==> config.mk <==
export PLATFORM = sky130hd
export DESIGN_NAME = alu_seq_core
export DESIGN_NICKNAME = d
export VERILOG_FILES = /design/src/rtl/alu_seq_core.sv
export SDC_FILE = /design/constraint.sdc
export NUM_CORES = 1
export LEC_CHECK = 0
export ABC_AREA = 1
export CAP_MARGIN = 15
export CORE_MARGIN = 2
export CORE_UTILIZATION = 35
export CTS_CLUSTER_DIAMETER = 80
export DETAILED_ROUTE_END_ITERATION = 16
export MAX_ROUTING_LAYER = met4
export SLEW_MARGIN = 20
export SYNTH_ARGS = -nofsm -noshare
export SYNTH_HDL_FRONTEND = slang
export SYNTH_SLANG_ARGS = --single-unit
==> constraint.sdc <==
create_clock -name clk -period 3.8 [get_ports clk]
set_input_delay 0.95 -clock clk [delete_from_list [all_inputs] [get_ports clk]]
set_output_delay 0.95 -clock clk [all_outputs]
set_load 0.03 [all_outputs]
==> src/rtl/alu_seq_core.sv <==
// alu_seq_core: sequential 16-bit-class ALU with sticky carry, operand stack and optional iterative mul/div.
// Latency: single-cycle ops return 2 edges after acceptance (accept + execute); mul/div/mod take WIDTH+1 edges.
// Backpressure: in_ready is low from acceptance until the out_valid cycle; requests seen while busy are dropped.
//
// Ports:
//   clk, reset         rising-edge clock, synchronous active-high reset
//   in_valid/in_ready  request handshake; op, a, b latched on acceptance
//   out_valid          one-cycle pulse when result/flags are updated
//   result             2*WIDTH result, held until the next out_valid
//   flags              {error, stack_empty, stack_full, overflow, sign, zero, carry}
//                      stack_full/stack_empty are live; the rest update with out_valid
//
// Build option: define ALU_MULDIV_EN to include the iterative multiply/divide datapath
// (MUL/DIV states). Without it, ops 5/6/7 complete in one cycle with error=1, result=0.
module alu_seq_core #(
    parameter int WIDTH       = 16,
    parameter int STACK_DEPTH = 8
) (
    input  logic                 clk,
    input  logic                 reset,
    input  logic                 in_valid,
    output logic                 in_ready,
    input  logic [5:0]           op,
    input  logic [WIDTH-1:0]     a,
    input  logic [WIDTH-1:0]     b,
    output logic                 out_valid,
    output logic [2*WIDTH-1:0]   result,
    output logic [6:0]           flags
);

    localparam int SP_W = $clog2(STACK_DEPTH);

    localparam logic [5:0] OP_ADD  = 6'd1;
    localparam logic [5:0] OP_SUB  = 6'd2;
    localparam logic [5:0] OP_ADC  = 6'd3;
    localparam logic [5:0] OP_SBB  = 6'd4;
    localparam logic [5:0] OP_MUL  = 6'd5;
    localparam logic [5:0] OP_DIV  = 6'd6;
    localparam logic [5:0] OP_MOD  = 6'd7;
    localparam logic [5:0] OP_NOT  = 6'd9;
    localparam logic [5:0] OP_OR   = 6'd10;
    localparam logic [5:0] OP_AND  = 6'd11;
    localparam logic [5:0] OP_XOR  = 6'd12;
    localparam logic [5:0] OP_NOR  = 6'd13;
    localparam logic [5:0] OP_NAND = 6'd14;
    localparam logic [5:0] OP_XNOR = 6'd15;
    localparam logic [5:0] OP_SHL  = 6'd16;
    localparam logic [5:0] OP_SHR  = 6'd17;
    localparam logic [5:0] OP_CLC  = 6'd24;
    localparam logic [5:0] OP_CMP  = 6'd25;
    localparam logic [5:0] OP_INC  = 6'd26;
    localparam logic [5:0] OP_DEC  = 6'd27;
    localparam logic [5:0] OP_NEG  = 6'd28;
    localparam logic [5:0] OP_PUSH = 6'd29;
    localparam logic [5:0] OP_POP  = 6'd30;
    localparam logic [5:0] OP_CLR  = 6'd33;

    localparam logic [SP_W:0] SP_ONE  = (SP_W+1)'(1);
    localparam logic [SP_W:0] SP_FULL = (SP_W+1)'(STACK_DEPTH);

    typedef enum logic [1:0] {
        S_IDLE,
        S_MUL,
        S_DIV,
        S_DONE
    } state_t;

    // ------------------------------------------------------------------
    // State
    // ------------------------------------------------------------------
    state_t                 r_state;
    logic                   r_in_ready;
    logic                   r_out_valid;
    logic [2*WIDTH-1:0]     r_result;
    logic                   r_err;
    logic                   r_ovf;
    logic                   r_sign;
    logic                   r_zero;
    logic                   r_carry;
    logic [5:0]             r_op;
    logic [WIDTH-1:0]       r_a;
    logic [WIDTH-1:0]       r_b;
    logic [SP_W:0]          r_sp;
    logic [WIDTH-1:0]       r_stack [STACK_DEPTH];

`ifdef ALU_MULDIV_EN
    localparam int CNT_W = $clog2(WIDTH);
    localparam logic [CNT_W-1:0] CNT_LAST = CNT_W'(WIDTH-1);

    logic [CNT_W-1:0]       r_cnt;
    logic [2*WIDTH-1:0]     r_acc;      // running product
    logic [2*WIDTH-1:0]     r_mcand;    // multiplicand, shifted left each step
    logic [WIDTH-1:0]       r_mplier;   // multiplier, shifted right each step
    logic [WIDTH-1:0]       r_quo;      // dividend shifts out the top, quotient bits shift in
    logic [WIDTH-1:0]       r_rem;
    logic [WIDTH:0]         w_div_shift;
    logic [WIDTH:0]         w_div_diff;

    // One restoring-division step: bring down the next dividend bit, trial-subtract b.
    assign w_div_shift = {r_rem, r_quo[WIDTH-1]};
    assign w_div_diff  = w_div_shift - {1'b0, r_b};
`endif

    // ------------------------------------------------------------------
    // Stack status
    // ------------------------------------------------------------------
    logic                   w_full;
    logic                   w_empty;
    logic [SP_W:0]          w_sp_dec;
    logic [WIDTH-1:0]       w_top;

    assign w_full   = (r_sp == SP_FULL);
    assign w_empty  = (r_sp == '0);
    assign w_sp_dec = r_sp - SP_ONE;
    assign w_top    = r_stack[w_sp_dec[SP_W-1:0]];

    // ------------------------------------------------------------------
    // Shared adder / subtractor (operands latched at acceptance)
    // ------------------------------------------------------------------
    logic [WIDTH-1:0]       w_add_y;
    logic                   w_add_ci;
    logic [WIDTH-1:0]       w_sub_x;
    logic [WIDTH-1:0]       w_sub_y;
    logic                   w_sub_bi;
    logic [WIDTH:0]         w_sum;
    logic [WIDTH:0]         w_diff;
    logic                   w_add_ovf;
    logic                   w_sub_ovf;

    always_comb begin
        w_add_y  = r_b;
        w_add_ci = 1'b0;
        w_sub_x  = r_a;
        w_sub_y  = r_b;
        w_sub_bi = 1'b0;
        case (r_op)
            OP_ADC:  w_add_ci = r_carry;
            OP_INC:  w_add_y  = WIDTH'(1);
            OP_SBB:  w_sub_bi = r_carry;
            OP_DEC:  w_sub_y  = WIDTH'(1);
            OP_NEG: begin
                w_sub_x = '0;
                w_sub_y = r_a;
            end
            default: ;
        endcase
    end

    assign w_sum  = {1'b0, r_a} + {1'b0, w_add_y} + {{WIDTH{1'b0}}, w_add_ci};
    // Bit WIDTH of the difference is the borrow: it is set exactly when x < y + bi.
    assign w_diff = {1'b0, w_sub_x} - {1'b0, w_sub_y} - {{WIDTH{1'b0}}, w_sub_bi};

    assign w_add_ovf = (r_a[WIDTH-1] == w_add_y[WIDTH-1]) &&
                       (w_sum[WIDTH-1] != r_a[WIDTH-1]);
    assign w_sub_ovf = (w_sub_x[WIDTH-1] != w_sub_y[WIDTH-1]) &&
                       (w_diff[WIDTH-1] != w_sub_x[WIDTH-1]);

    // ------------------------------------------------------------------
    // Completion result and flags, evaluated in S_DONE
    // ------------------------------------------------------------------
    logic [2*WIDTH-1:0]     w_a_ext;
    logic [2*WIDTH-1:0]     w_res;
    logic                   w_carry_nxt;
    logic                   w_ovf;
    logic                   w_err;
    logic                   w_is_cmp;
    logic                   w_zero;
    logic                   w_sign;

    assign w_a_ext = {{WIDTH{1'b0}}, r_a};

    always_comb begin
        w_res       = '0;
        w_carry_nxt = r_carry;
        w_ovf       = 1'b0;
        w_err       = 1'b0;
        w_is_cmp    = 1'b0;
        case (r_op)
            OP_ADD, OP_ADC, OP_INC: begin
                w_res       = {{(WIDTH-1){1'b0}}, w_sum};
                w_carry_nxt = w_sum[WIDTH];
                w_ovf       = w_add_ovf;
            end
            OP_SUB, OP_SBB, OP_DEC, OP_NEG: begin
                w_res       = {{WIDTH{1'b0}}, w_diff[WIDTH-1:0]};
                w_carry_nxt = w_diff[WIDTH];
                w_ovf       = w_sub_ovf;
            end
            OP_NOT:  w_res = {{WIDTH{1'b0}}, ~r_a};
            OP_OR:   w_res = {{WIDTH{1'b0}}, r_a | r_b};
            OP_AND:  w_res = {{WIDTH{1'b0}}, r_a & r_b};
            OP_XOR:  w_res = {{WIDTH{1'b0}}, r_a ^ r_b};
            OP_NOR:  w_res = {{WIDTH{1'b0}}, ~(r_a | r_b)};
            OP_NAND: w_res = {{WIDTH{1'b0}}, ~(r_a & r_b)};
            OP_XNOR: w_res = {{WIDTH{1'b0}}, ~(r_a ^ r_b)};
            OP_SHL: begin
                if (r_b < WIDTH'(2*WIDTH)) begin
                    w_res = w_a_ext << r_b;
                end
            end
            OP_SHR: begin
                if (r_b < WIDTH'(WIDTH)) begin
                    w_res = w_a_ext >> r_b;
                end
            end
            OP_CLC:  w_carry_nxt = 1'b0;
            OP_CMP: begin
                w_is_cmp    = 1'b1;
                w_carry_nxt = (r_a < r_b);
            end
            OP_PUSH: w_err = w_full;
            OP_POP: begin
                if (w_empty) begin
                    w_err = 1'b1;
                end else begin
                    w_res = {{WIDTH{1'b0}}, w_top};
                end
            end
            OP_CLR:  ;
`ifdef ALU_MULDIV_EN
            OP_MUL:  w_res = r_acc;
            OP_DIV: begin
                if (r_b == '0) begin
                    w_err = 1'b1;
                end else begin
                    w_res = {{WIDTH{1'b0}}, r_quo};
                end
            end
            OP_MOD: begin
                if (r_b == '0) begin
                    w_err = 1'b1;
                end else begin
                    w_res = {{WIDTH{1'b0}}, r_rem};
                end
            end
`else
            OP_MUL, OP_DIV, OP_MOD: w_err = 1'b1;
`endif
            default: w_err = 1'b1;
        endcase
    end

    // cmp reports the comparison through zero/sign instead of the (zero) result.
    assign w_zero = w_is_cmp ? (r_a == r_b) : (w_res == '0);
    assign w_sign = w_is_cmp ? ($signed(r_a) < $signed(r_b)) : w_res[WIDTH-1];

    // ------------------------------------------------------------------
    // Operand stack storage (contents are never cleared, only the pointer)
    // ------------------------------------------------------------------
    logic w_stack_we;

    assign w_stack_we = (r_state == S_DONE) && (r_op == OP_PUSH) && !w_full && !reset;

    always_ff @(posedge clk) begin
        if (w_stack_we) begin
            r_stack[r_sp[SP_W-1:0]] <= r_a;
        end
    end

    // ------------------------------------------------------------------
    // Control FSM with registered outputs
    // ------------------------------------------------------------------
    always_ff @(posedge clk) begin
        if (reset) begin
            r_state     <= S_IDLE;
            r_in_ready  <= 1'b1;
            r_out_valid <= 1'b0;
            r_result    <= '0;
            r_err       <= 1'b0;
            r_ovf       <= 1'b0;
            r_sign      <= 1'b0;
            r_zero      <= 1'b0;
            r_carry     <= 1'b0;
            r_op        <= '0;
            r_a         <= '0;
            r_b         <= '0;
            r_sp        <= '0;
`ifdef ALU_MULDIV_EN
            r_cnt       <= '0;
            r_acc       <= '0;
            r_mcand     <= '0;
            r_mplier    <= '0;
            r_quo       <= '0;
            r_rem       <= '0;
`endif
        end else begin
            r_out_valid <= 1'b0;
            case (r_state)
                S_IDLE: begin
                    if (in_valid && r_in_ready) begin
                        r_op       <= op;
                        r_a        <= a;
                        r_b        <= b;
                        r_in_ready <= 1'b0;
                        r_state    <= S_DONE;
`ifdef ALU_MULDIV_EN
                        r_cnt    <= '0;
                        r_acc    <= '0;
                        r_mcand  <= {{WIDTH{1'b0}}, a};
                        r_mplier <= b;
                        r_quo    <= a;
                        r_rem    <= '0;
                        if (op == OP_MUL) begin
                            r_state <= S_MUL;
                        end else if ((op == OP_DIV || op == OP_MOD) && b != '0) begin
                            r_state <= S_DIV;
                        end
`endif
                    end
                end
`ifdef ALU_MULDIV_EN
                S_MUL: begin
                    if (r_mplier[0]) begin
                        r_acc <= r_acc + r_mcand;
                    end
                    r_mcand  <= r_mcand << 1;
                    r_mplier <= r_mplier >> 1;
                    r_cnt    <= r_cnt + 1'b1;
                    if (r_cnt == CNT_LAST) begin
                        r_state <= S_DONE;
                    end
                end
                S_DIV: begin
                    if (!w_div_diff[WIDTH]) begin
                        r_rem <= w_div_diff[WIDTH-1:0];
                        r_quo <= {r_quo[WIDTH-2:0], 1'b1};
                    end else begin
                        r_rem <= w_div_shift[WIDTH-1:0];
                        r_quo <= {r_quo[WIDTH-2:0], 1'b0};
                    end
                    r_cnt <= r_cnt + 1'b1;
                    if (r_cnt == CNT_LAST) begin
                        r_state <= S_DONE;
                    end
                end
`endif
                S_DONE: begin
                    r_result    <= w_res;
                    r_err       <= w_err;
                    r_ovf       <= w_ovf;
                    r_sign      <= w_sign;
                    r_zero      <= w_zero;
                    r_carry     <= w_carry_nxt;
                    r_out_valid <= 1'b1;
                    r_in_ready  <= 1'b1;
                    r_state     <= S_IDLE;
                    if (r_op == OP_PUSH && !w_full) begin
                        r_sp <= r_sp + SP_ONE;
                    end else if (r_op == OP_POP && !w_empty) begin
                        r_sp <= w_sp_dec;
                    end else if (r_op == OP_CLR) begin
                        r_sp <= '0;
                    end
                end
                default: begin
                    r_state    <= S_IDLE;
                    r_in_ready <= 1'b1;
                end
            endcase
        end
    end

    assign in_ready  = r_in_ready;
    assign out_valid = r_out_valid;
    assign result    = r_result;
    assign flags     = {r_err, w_empty, w_full, r_ovf, r_sign, r_zero, r_carry};

endmodule

M2 wires:
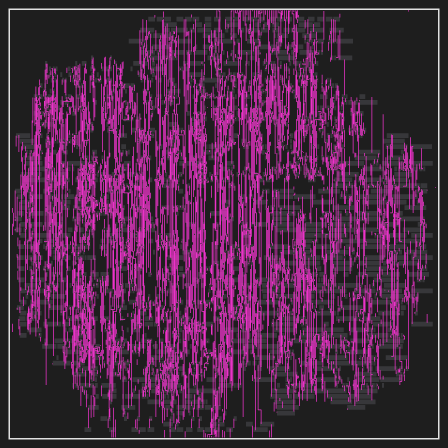
longest straight run: 78.1 µm
wire length on this layer: 26.8 mm
main direction: vertical
share of all routed wire: 45%
nets with wire on the layer: 1792

Cell placement:
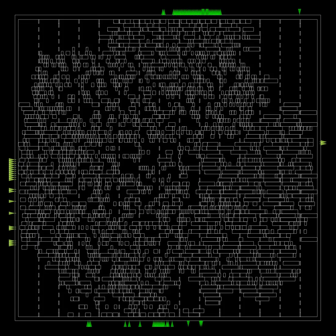
n_taps: 539
num rows: 75

==> run summary <==
status: completed
Hold EP: result[15]
initial antenna violation count: 1
first-pass GRT wire length: 90200 µm
post-route ant nets: 0
reg2reg path depth: 26
most numerous cell in the Yosys netlist: nand2_1
Lkg Pwr: 7.50 nW
final setup vio count: 0
FFs w/ async S/R, synth: 0%
fmax: 284 MHz
max_slew headroom: 42.7%
most common flop cell mapped by yosys: edfxtp_1
fin crit period: 3.52 ns
worst path required time: 4.30 ns
Initial DRC Count: 1558
H-tree levels: 1
CTS Sinks: 210
final hold vios: 0
Seq/Total Area, Yosys: 37.0%
Distinct lib cells used: 54
Via-to-Cell Ratio: 5.61
core area: 41900 µm²
DP Area: 16600 µm²
synthesized cell area: 14800 µm²
# Cells Yosys: 2060
Dominant cell area share: 25.9%
Routed Wire Length: 60100 µm
Top cells by area: edfxtp_1 26%, nand2_1 12%, dfxtp_1 11%, ha_1 7.9%, nor2_1 6.5%
Port-buffer cells: 81
most frequent cells after synthesis: 479 x nand2_1, 258 x nor2_1, 177 x o21ai_0
total global routing overflow: 0
finished layout cell area: 17600 µm²
Slew @ Worst Pin: 0.859 ns
Die H: 210 µm
Max-Cap Viols: 0
tally of filler cells in the layout: 4351
Post-Syn Area per Cell: 7.20 µm²
CTS Buffer Depth: 3
CTS tree: yes
PD cells: 387 nW/µm²
Layout Cells excl Fill: 2716
Core Util at FP: 35.4%
final worst slack: 0.276 ns
total negative slack: 0 ns
CP max FO: 16
WHS Path Cells: 2
OpenROAD warning count: 59
total track usage: 27.9%
r2r setup slk: 0.28 ns
DRC viols: 0
number of global-route vias before repair: 14464
Place WS: 0.0639 ns
Cells after Synth: 2060
Worst R2R End: r_zero
syn nets: 2198
Peak VDD IR: 340 µV
Placed Cells: 2668
layout cells sized above 1: 11.1%
drt pass-1 iters: 6
Root Driver: clkbuf_16
count of library flops with an enable pin: 128
yosys stat area: 14800 µm²
hold slack: 0.451 ns
fin crit share: 92.7%
ys flops: 210
Design Power: 6.82 mW
via count: 15241
Crit Path Class: register to register
Yosys top cell by area: edfxtp_1
routability-driven placement congestion ratio: 1.02
crit path capture type: register
chip area: 44000 µm²
DIE WIDTH: 210 µm
Final Skew: 0.0164 ns
largest net degree at the start of global routing: 78
placed cells by master, fill, tap and decap left out, types with 7 or more instances in the layout:
cell             instances
nand2_1                476
nor2_1                 247
o21ai_0                174
nand3_1                171
inv_1                  154
edfxtp_1               128
buf_4                  107
a21oi_1                100
ha_1                    88
dfxtp_1                 79
clkdlybuf4s50_1         79
nand4_1                 78
o22ai_1                 43
o211ai_1                25
clkbuf_16               24
inv_2                   18
nor2_2                  15
nor3_1                  11
o21ai_1                 11
nand2_2                  8
nor3_2                   7
o221ai_1                 7
logic make-up after synthesis:
| group | share of synthesized area [%] |
|---|---|
| simple gates | 30.3 |
| compound gates | 15.7 |
| buf+inv | 7.99 |
| flops | 37.0 |
| fa+ha+maj | 8.39 |
| xor+xnor | 0.599 |
critical path, stage by stage, from the launching register on:
cell and delay, ns:
dfxtp_1 0.34, inv_2 0.06, nor2_4 0.18, nand3_4 0.13, nand2_2 0.11, buf_12 0.16, o22ai_2 0.07, inv_1 0.08
fa_2 0.26, inv_1 0.06, ha_1 0.17, or2_2 0.30, a21oi_1 0.15, o21ai_2 0.10, xnor2_1 0.18, nor2_1 0.06
nor2_1 0.21, o21ai_1 0.11, nor2_1 0.13, nand2_1 0.07, nor2_1 0.10, nand3_1 0.09, nor2_2 0.12, nand3_1 0.08
nand2_1 0.07, nand2_1 0.04, nand2_1 0.05
power breakdown:
group	switching, mW	leakage, nW	internal, mW	total, mW
Clock	0.953	0.372	1.29	2.24
Combinational	1.37	5.28	0.673	2.04
Sequential	0.0597	1.84	2.48	2.54
Total	2.38	7.50	4.43	6.82
sequential cells by signal, summed over array words and instances, names as in the netlist:
name       flops
r_b           16
r_op           6
r_a           16
r_ovf          1
result        32
r_sign         1
r_stack      128
in_ready       1
r_zero         1
r_err          1
out_valid      1
r_sp           4
r_carry        1
r_state        1
how the worst max path moves through the flow:
stage,from,end,slack (ns),depth (start not counted)
after floorplan,r_sp[0],r_stack[3][0],0.34,11
after global placement,r_op[0],r_zero,0.09,25
after detailed placement,r_op[0],r_zero,0.06,26
after CTS,r_op[0],r_zero,0.03,26
after global routing,r_op[0],r_zero,-0.02,28
final,r_op[4],r_zero,0.28,26
per-layer routing:
metal / wire [µm] / global-route usage (%) / vias to the layer above
met5: 0 / - / -
met4: 2770 / 11.2 / 0
met3: 3680 / 3.49 / 134
met2: 26800 / 43.0 / 569
met1: 26800 / 37.3 / 7294
li1: - / - / 7244
final cells by class:
class	instances	area [µm²]	area share, %
Antenna cell	1	2.50	0.0142
Tap cell	539	674	3.83
Multi-Input combinational cell	1557	8360	47.4
Timing Repair Buffer	191	1690	9.56
Inverter	175	657	3.73
Clock buffer	31	657	3.73
Clock inverter	12	97.6	0.554
Sequential cell	210	5490	31.1
repair_timing:
item	CTS	global route
setup endpoints to repair	0	2
buffers inserted	0	4
resized	0	50
Power and IR drop assume default switching activity.
